==> src/rtl/tile_cfg_pkg.sv <==
// Shared types for tile configuration-chain controllers: FSM states,
// scan-register commands and the bypass/commit request encodings.
package tile_cfg_pkg;

  typedef enum logic [1:0] {
    IDLE     = 2'd0,
    SHIFT    = 2'd1,
    COMMIT   = 2'd2,
    READBACK = 2'd3
  } cfg_state_e;

  typedef enum logic [1:0] {
    SCAN_HOLD  = 2'd0,
    SCAN_SHIFT = 2'd1,
    SCAN_LOAD  = 2'd2,
    SCAN_CLR   = 2'd3
  } scan_cmd_e;

  localparam logic BYPASS_ON  = 1'b1;
  localparam logic COMMIT_REQ = 1'b1;

endpackage

==> src/rtl/ccff_scan_reg.sv <==
// Serial configuration scan register with parallel load and a shift counter
// that saturates once every configuration bit has been filled.
module ccff_scan_reg
  import tile_cfg_pkg::*;
#(
  parameter int CFG_BITS = 64,
  parameter int CNT_W    = $clog2(CFG_BITS + 1)
) (
  input  logic                clk,
  input  logic                rst_n,
  input  scan_cmd_e           cmd,
  input  logic                ser_in,
  input  logic [CFG_BITS-1:0] load_data,
  output logic [CFG_BITS-1:0] sr,
  output logic                full
);

  localparam logic [CNT_W-1:0] CNT_MAX = CNT_W'(CFG_BITS);

  logic [CFG_BITS-1:0] sr_r;
  logic [CNT_W-1:0]    cnt_r;

  // Scan data and fill counter; a parallel load restarts the fill count.
  always_ff @(posedge clk) begin
    if (!rst_n) begin
      sr_r  <= {CFG_BITS{1'b0}};
      cnt_r <= {CNT_W{1'b0}};
    end else begin
      case (cmd)
        SCAN_SHIFT: begin
          sr_r <= {sr_r[CFG_BITS-2:0], ser_in};
          if (cnt_r != CNT_MAX) begin
            cnt_r <= cnt_r + CNT_W'(1);
          end else begin
            cnt_r <= cnt_r;
          end
        end
        SCAN_LOAD: begin
          sr_r  <= load_data;
          cnt_r <= {CNT_W{1'b0}};
        end
        SCAN_CLR: begin
          cnt_r <= {CNT_W{1'b0}};
        end
        default: begin
          sr_r  <= sr_r;
          cnt_r <= cnt_r;
        end
      endcase
    end
  end

  assign sr   = sr_r;
  assign full = (cnt_r == CNT_MAX);

endmodule

==> src/rtl/tile_ccff_ctrl.sv <==
// Per-block configuration-chain controller: scan chain segment with bypass,
// atomic commit into a shadow register, readback and under-shift detection.
module tile_ccff_ctrl
  import tile_cfg_pkg::*;
#(
  parameter int   CFG_BITS = 64,
  parameter int   CNT_W    = $clog2(CFG_BITS + 1),
  parameter logic ISO_VAL  = 1'b0
) (
  input  logic                prog_clk,
  input  logic                prog_reset_n,
  input  logic                ccff_head,
  input  logic                ccff_en,
  input  logic                ccff_bypass,
  input  logic                cfg_commit,
  input  logic                cfg_readback,
  input  logic                isol_n,
  output logic                ccff_tail,
  output logic [CFG_BITS-1:0] cfg_out,
  output logic                cfg_valid,
  output logic                cfg_err,
  output logic                cfg_done,
  output logic                busy
);

  cfg_state_e          state_r;
  cfg_state_e          state_s;
  scan_cmd_e           scan_cmd_s;
  logic                byp_load_s;
  logic                full_s;
  logic [CFG_BITS-1:0] sr_s;
  logic [CFG_BITS-1:0] shadow_r;
  logic                byp_r;
  logic                valid_r;
  logic                err_r;
  logic                done_r;
  logic                busy_r;

  ccff_scan_reg #(
    .CFG_BITS (CFG_BITS),
    .CNT_W    (CNT_W)
  ) u_scan (
    .clk       (prog_clk),
    .rst_n     (prog_reset_n),
    .cmd       (scan_cmd_s),
    .ser_in    (ccff_head),
    .load_data (shadow_r),
    .sr        (sr_s),
    .full      (full_s)
  );

  // Next state and scan command; the shift of a request cycle happens before
  // the FSM moves to COMMIT/READBACK, and commit outranks readback.
  always_comb begin
    state_s    = state_r;
    scan_cmd_s = SCAN_HOLD;
    byp_load_s = 1'b0;
    case (state_r)
      IDLE, SHIFT: begin
        if (ccff_en) begin
          if (ccff_bypass == BYPASS_ON) begin
            byp_load_s = 1'b1;
          end else begin
            scan_cmd_s = SCAN_SHIFT;
          end
        end else begin
          scan_cmd_s = SCAN_HOLD;
        end
        if (cfg_commit == COMMIT_REQ) begin
          state_s = COMMIT;
        end else if (cfg_readback) begin
          state_s = READBACK;
        end else if (ccff_en) begin
          state_s = SHIFT;
        end else begin
          state_s = IDLE;
        end
      end
      COMMIT: begin
        state_s = IDLE;
        if (full_s) begin
          scan_cmd_s = SCAN_CLR;
        end else begin
          scan_cmd_s = SCAN_HOLD;
        end
      end
      READBACK: begin
        state_s    = IDLE;
        scan_cmd_s = SCAN_LOAD;
      end
      default: begin
        state_s    = IDLE;
        scan_cmd_s = SCAN_HOLD;
      end
    endcase
  end

  // FSM state register.
  always_ff @(posedge prog_clk) begin
    if (!prog_reset_n) begin
      state_r <= IDLE;
    end else begin
      state_r <= state_s;
    end
  end

  // Shadow, bypass flop and status flags; an error stays set until reset.
  always_ff @(posedge prog_clk) begin
    if (!prog_reset_n) begin
      shadow_r <= {CFG_BITS{1'b0}};
      byp_r    <= 1'b0;
      valid_r  <= 1'b0;
      err_r    <= 1'b0;
      done_r   <= 1'b0;
      busy_r   <= 1'b0;
    end else begin
      busy_r <= (state_s != IDLE);
      done_r <= (state_r == COMMIT) || (state_r == READBACK);
      if (byp_load_s) begin
        byp_r <= ccff_head;
      end
      if (state_r == COMMIT) begin
        if (full_s) begin
          shadow_r <= sr_s;
          valid_r  <= 1'b1;
        end else begin
          err_r <= 1'b1;
        end
      end
    end
  end

  assign ccff_tail = (ccff_bypass == BYPASS_ON) ? byp_r : sr_s[CFG_BITS-1];
  assign cfg_out   = isol_n ? shadow_r : {CFG_BITS{ISO_VAL}};
  assign cfg_valid = valid_r;
  assign cfg_err   = err_r;
  assign cfg_done  = done_r;
  assign busy      = busy_r;

endmodule

==> config.mk <==
export PLATFORM = sky130hd
export DESIGN_NAME = tile_ccff_ctrl
export DESIGN_NICKNAME = d
export VERILOG_FILES = /design/src/rtl/tile_cfg_pkg.sv /design/src/rtl/ccff_scan_reg.sv /design/src/rtl/tile_ccff_ctrl.sv
export SDC_FILE = /design/constraint.sdc
export NUM_CORES = 1
export LEC_CHECK = 0
export ABC_CLOCK_PERIOD_IN_PS = 2430
export CAP_MARGIN = 20
export CORE_ASPECT_RATIO = 1.2
export CORE_MARGIN = 2
export CORE_UTILIZATION = 30
export CTS_CLUSTER_SIZE = 20
export DETAILED_ROUTE_END_ITERATION = 8
export PLACE_DENSITY_LB_ADDON = 0.05
export SYNTH_ARGS = -nofsm -noshare
export SYNTH_HDL_FRONTEND = slang
export SYNTH_SLANG_ARGS = --single-unit
export TNS_END_PERCENT = 100
==> constraint.sdc <==
create_clock -name prog_clk -period 2.43 [get_ports prog_clk]
set_input_delay 0.243 -clock prog_clk [delete_from_list [all_inputs] [get_ports prog_clk]]
set_output_delay 0.243 -clock prog_clk [all_outputs]
set_load 0.01 [all_outputs]
==> flow_metrics.env, run 1 <==
# yosys + openroad results
export IMPL_ys_warn_count=0
export IMPL_num_vias=4901
export IMPL_place_hpwl_um=9230
export IMPL_power_share_combinational_pct=5.4
export IMPL_powerComb_uw=285
export IMPL_postLayoutCoreUtil_pct=37.8
export IMPL_synthTopCellsByCount="142 x dfxtp_1, 131 x mux2i_1, 131 x nand2_1"
export IMPL_min_period_ns=2.07
export IMPL_cp_required_ns=2.77
export IMPL_fa_ha_area_share_pct=0.393
export IMPL_yosys_area_share_simple_pct=17.0
export IMPL_topCombFamilyByArea="multiplexers"
export IMPL_path_cells="or4b_1, nor3_4, buf_12, mux2i_1"
export IMPL_cp_slowest_stage_delay_ns=0.71
export IMPL_worstMarginPinSlew_ns=0.634
export IMPL_start_kind="register"
export IMPL_cp_depth=4
export IMPL_status="finished clean"
export IMPL_ys_types=39
export IMPL_cts_tree="built"
export IMPL_most_common_cell="dfxtp_1"
export IMPL_setup_tns_ns=0
export IMPL_ys_sh_aoi_pct=11.9
export IMPL_wl_per_cell_um=14.3
export IMPL_postCtsSetupBuffers=0
export IMPL_setup_worst_path_class="register to register"
export IMPL_holdPathEnd="shadow_r[39]"
==> run 1: layout make-up <==
cell class / count / area [um2] / area share [%]
clock buffer: 21 / 460 / 5.83
clock inverter: 11 / 116 / 1.47
inverter: 3 / 11.3 / 0.142
multi-input combinational: 503 / 3200 / 40.5
sequential: 142 / 2840 / 36.0
tap: 270 / 338 / 4.27
timing repair buffer: 86 / 932 / 11.8
==> run 1: metal layers <==
metal / vias up / GRT usage, % / wire length (um)
li1: 2514 / - / -
met1: 2302 / 17.5 / 7130
met2: 69 / 22.3 / 6970
met3: 16 / 3.07 / 435
met4: 0 / 6.04 / 253
met5: - / 0 / 0
==> run_1/clock_nets.png <==
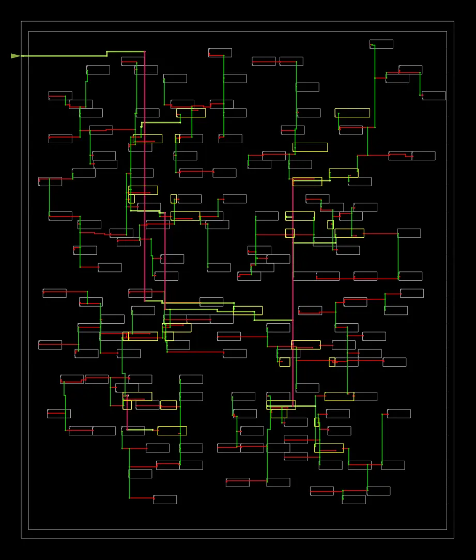
P_clk: 2550 uW
CTS Buf Count: 17
clock sink total: 142
Clk Latency, worst-skew pair: 0.41 ns

==> run_1/gates.png <==
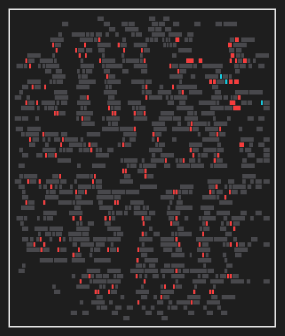
family	color	cells
nand cells	red	145
inv cells	cyan	3

==> run_1/ff_map.png <==
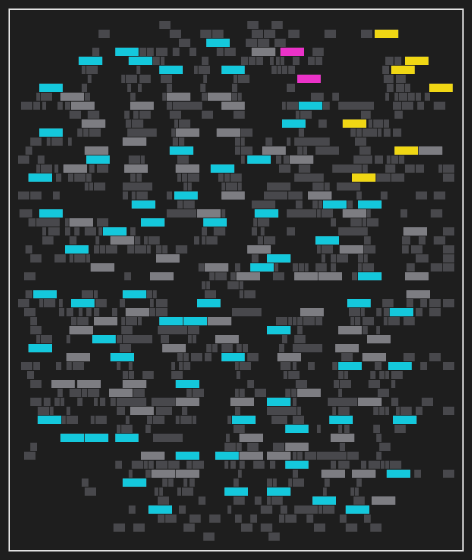
netlist name	color	sequential cells
`shadow_r`	cyan	64
`u_scan.cnt_r`	yellow	7
`state_r`	magenta	2

==> run_1/m1.png <==
Supply wires on this layer in gray.
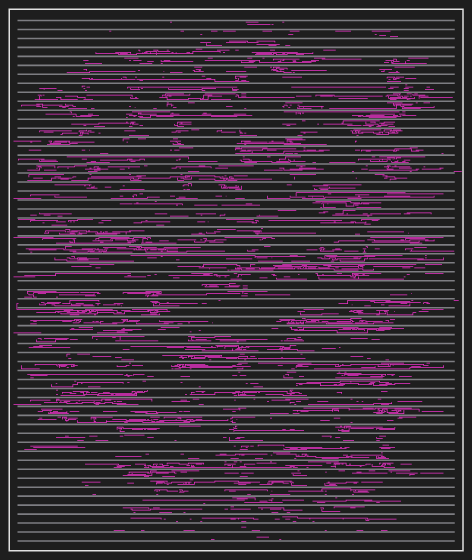
wire length on this layer	7130 um
longest straight run	42.3 um
share of all routed wire	48%
nets with wire on the layer	682
main direction	horizontal

==> run_1/floorplan.png <==
Pins as bars on the die edge.
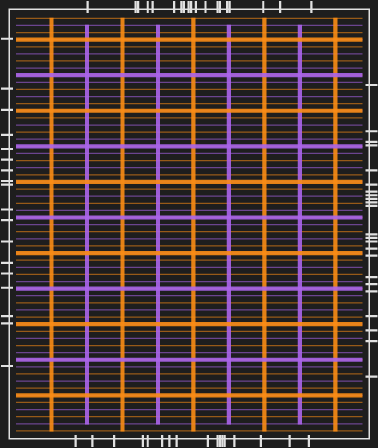

==> run 1 -> run 2 <==
--- a/config.mk
+++ b/config.mk
@@ -7,7 +7,7 @@
 export LEC_CHECK = 0
 export ABC_CLOCK_PERIOD_IN_PS = 2430
 export CAP_MARGIN = 20
-export CORE_ASPECT_RATIO = 1.2
+export CORE_ASPECT_RATIO = 0.9
 export CORE_MARGIN = 2
 export CORE_UTILIZATION = 30
 export CTS_CLUSTER_SIZE = 20
==> run_2/floorplan.png <==
Pins as bars on the die edge.
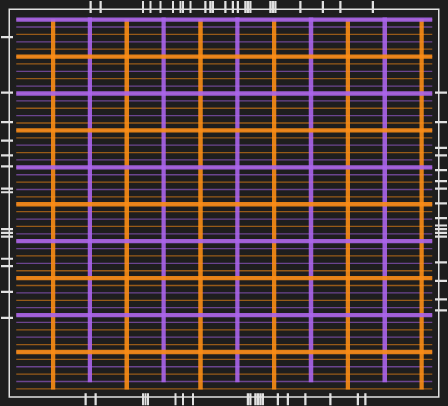
net	color
VDD	purple
VSS	orange
rows	50
met4 straps	11
signal pins	77

==> flow_metrics.env, run 2 <==
# yosys + openroad results
export IMPL_postCtsSetupBuffers=0
export IMPL_met2_usage_pct=21.7
export IMPL_most_common_cell="dfxtp_1"
export IMPL_synthTopCellsByCount="142 x dfxtp_1, 131 x mux2i_1, 131 x nand2_1"
export IMPL_clockNetworkAreaShare_pct=7.89
export IMPL_grt_busiest_layer="met2"
export IMPL_cts_tree="built"
export IMPL_taps=286
export IMPL_highest_layer="met4"
export IMPL_logic_area_um2=3200
export IMPL_status="finished clean"
export IMPL_path_cells="or4b_1, nor3_4, buf_12, mux2i_1"
export IMPL_setup_worst_path_class="register to register"
export IMPL_nonClkBufAreaFrac_pct=11.7
export IMPL_n_all_inverters=3
export IMPL_cts_sinks=142
export IMPL_fa_ha_area_share_pct=0.393
export IMPL_n_all_buffers=89
export IMPL_start_kind="register"
export IMPL_num_vias=4856
export IMPL_num_multi_input_gates=503
export IMPL_ys_sh_aoi_pct=11.9
export IMPL_place_hpwl_um=8610
export IMPL_ys_types=39
export IMPL_cp_depth=4
export IMPL_setup_tns_ns=0
export IMPL_dominant_cells="combinational gates"
[run 2: cell count changes in the layout (fill, tap and decap cells not counted)]
cell        previous run  this run
buf_12                 8         6
clkinv_2               5         2
clkbuf_8               2         3
buf_4                  2         7
clkinvlp_4             3         2
bufinv_16              2         4
clkinv_4               1         2
clkbuf_1               2         0
[run 2: stage by stage]
stage	power [uW]	hold slack [ns]	utilization [%]
2_1_floorplan	2660	0.322	-
3_3_place_gp	2750	0.449	35.3
3_5_place_dp	2750	0.458	35.3
4_1_cts	5580	0.301	38.3
5_1_grt	5700	0.350	38.3
6_report	5490	0.300	38.3
[run 2: power by group]
group	total [uW]	internal, uW	switching, uW	leakage [uW]
combinational	285	112	173	0.00119
sequential	2410	2370	37.7	0.00115
clock	2790	1790	1000	0.000304
==> run_2/clock_nets.png <==
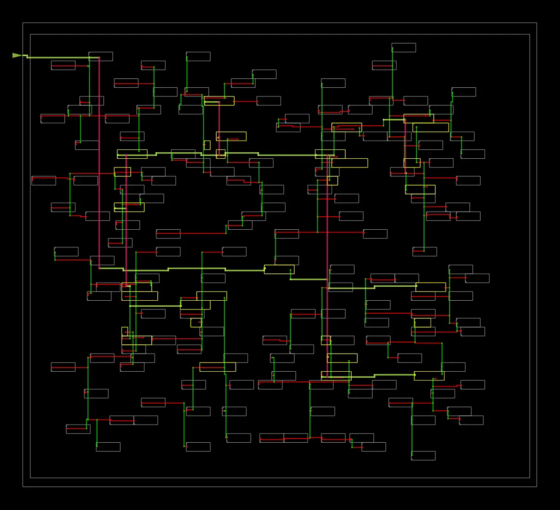

==> run 2 -> run 3 <==
--- a/config.mk
+++ b/config.mk
@@ -5,7 +5,7 @@
 export SDC_FILE = /design/constraint.sdc
 export NUM_CORES = 1
 export LEC_CHECK = 0
-export ABC_CLOCK_PERIOD_IN_PS = 2430
+export ABC_CLOCK_PERIOD_IN_PS = 1700
 export CAP_MARGIN = 20
 export CORE_ASPECT_RATIO = 0.9
 export CORE_MARGIN = 2
==> constraint.sdc (replaced) <==
create_clock -name prog_clk -period 1.7 [get_ports prog_clk]
set_input_delay 0.17 -clock prog_clk [delete_from_list [all_inputs] [get_ports prog_clk]]
set_output_delay 0.17 -clock prog_clk [all_outputs]
set_load 0.01 [all_outputs]
==> run_3/clock_nets.png <==
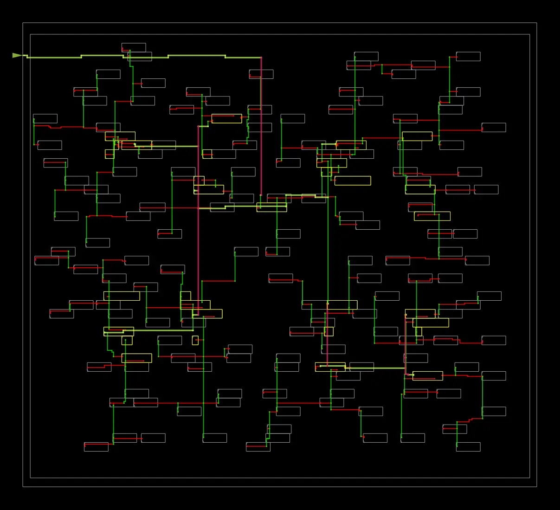
P_clk: 3940 uW
Clock buffer cells: 18
Layout Skew: 0.0136 ns
Clk Latency, worst-skew pair: 0.42 ns

==> flow_metrics.env, run 3 <==
# yosys + openroad results
export IMPL_setup_viol=9
export IMPL_grt_busiest_layer="met2"
export IMPL_power_leader="the clock network"
export IMPL_met2_usage_pct=23.8
export IMPL_power_share_combinational_pct=5.8
export IMPL_cts_sinks=142
export IMPL_swShare_pct=22.9
export IMPL_status="complete, but fails checks"
export IMPL_powerComb_uw=458
export IMPL_synthTopCellsByCount="142 x dfxtp_1, 131 x mux2i_1, 131 x nand2_1"
export IMPL_fmax_mhz=581
export IMPL_grt_pass1_vias=4902
export IMPL_ir_drop_uv=662
export IMPL_start_kind="register"
export IMPL_p_switching_uw=1790
export IMPL_setup_tns_ns=-0.105
export IMPL_highest_layer="met4"
export IMPL_fin_ws_ns=-0.0211
export IMPL_p_clk_share_pct=50.2
export IMPL_most_common_cell="dfxtp_1"
export IMPL_cellLeakagePower_uw=0.00284
export IMPL_netlist_instances=708
export IMPL_drc=0
export IMPL_violations="setup timing"
export IMPL_warnings=29
export IMPL_internal_power_uw=6040
export IMPL_worstPathArrival_ns=2.06
export IMPL_power_frac_seq_pct=43.9
export IMPL_setup_worst_path_class="register to register"
export IMPL_timing_final_crit_share_pct=101
export IMPL_top_area_cell="dfxtp_1"
export IMPL_worst_hold_slack_ns=0.187
export IMPL_num_vias=5004
export IMPL_ys_types=39
export IMPL_postCtsSetupBuffers=6
export IMPL_layout_nets=792
export IMPL_fin_total_pwr_uw=7840
export IMPL_postLayoutCoreUtil_pct=40.1
export IMPL_cp_depth=6
export IMPL_wl_per_cell_um=14.4
export IMPL_core_area_um2=20800
export IMPL_slew_viol_final=0
export IMPL_clock_path_buffers=2
export IMPL_path_cells="or4b_4, nor3_4, buf_6, buf_12, buf_16, mux2i_1"
export IMPL_r2r_end="shadow_r[62]"
export IMPL_place_hpwl_um=9120
export IMPL_cts_tree="built"
export IMPL_p_seq_uw=3440
export IMPL_yosysCellCount=708
==> run 3: cell types whose count changed in the layout (fill, tap and decap cells not counted), moves of 3 or more <==
cell	change
buf_16	+3
buf_12	+7
inv_6	+3
clkbuf_8	-3
buf_4	+13
==> run 3: cells by family after synthesis <==
logic type / Yosys count / share of synthesized area (%)
AOI/OAI and AO/OA: 145 / 11.9
muxes: 132 / 20.8
DFF: 142 / 44.6
buffers and inverters: 63 / 5.32
and+or+nand+nor: 224 / 17.0
adders and majority gates: 2 / 0.393
==> run 3: area by class of cell <==
class                           instances  area, um2  share of cell area, %
Multi-Input combinational cell        503       3210                   38.5
Sequential cell                       142       2850                   34.1
Clock buffer                           18        429                   5.14
Tap cell                              286        358                   4.29
Inverter                                3       11.3                  0.135
Clock inverter                         13        188                   2.25
Timing Repair Buffer                  115       1300                   15.6
Power and IR drop assume default switching activity.
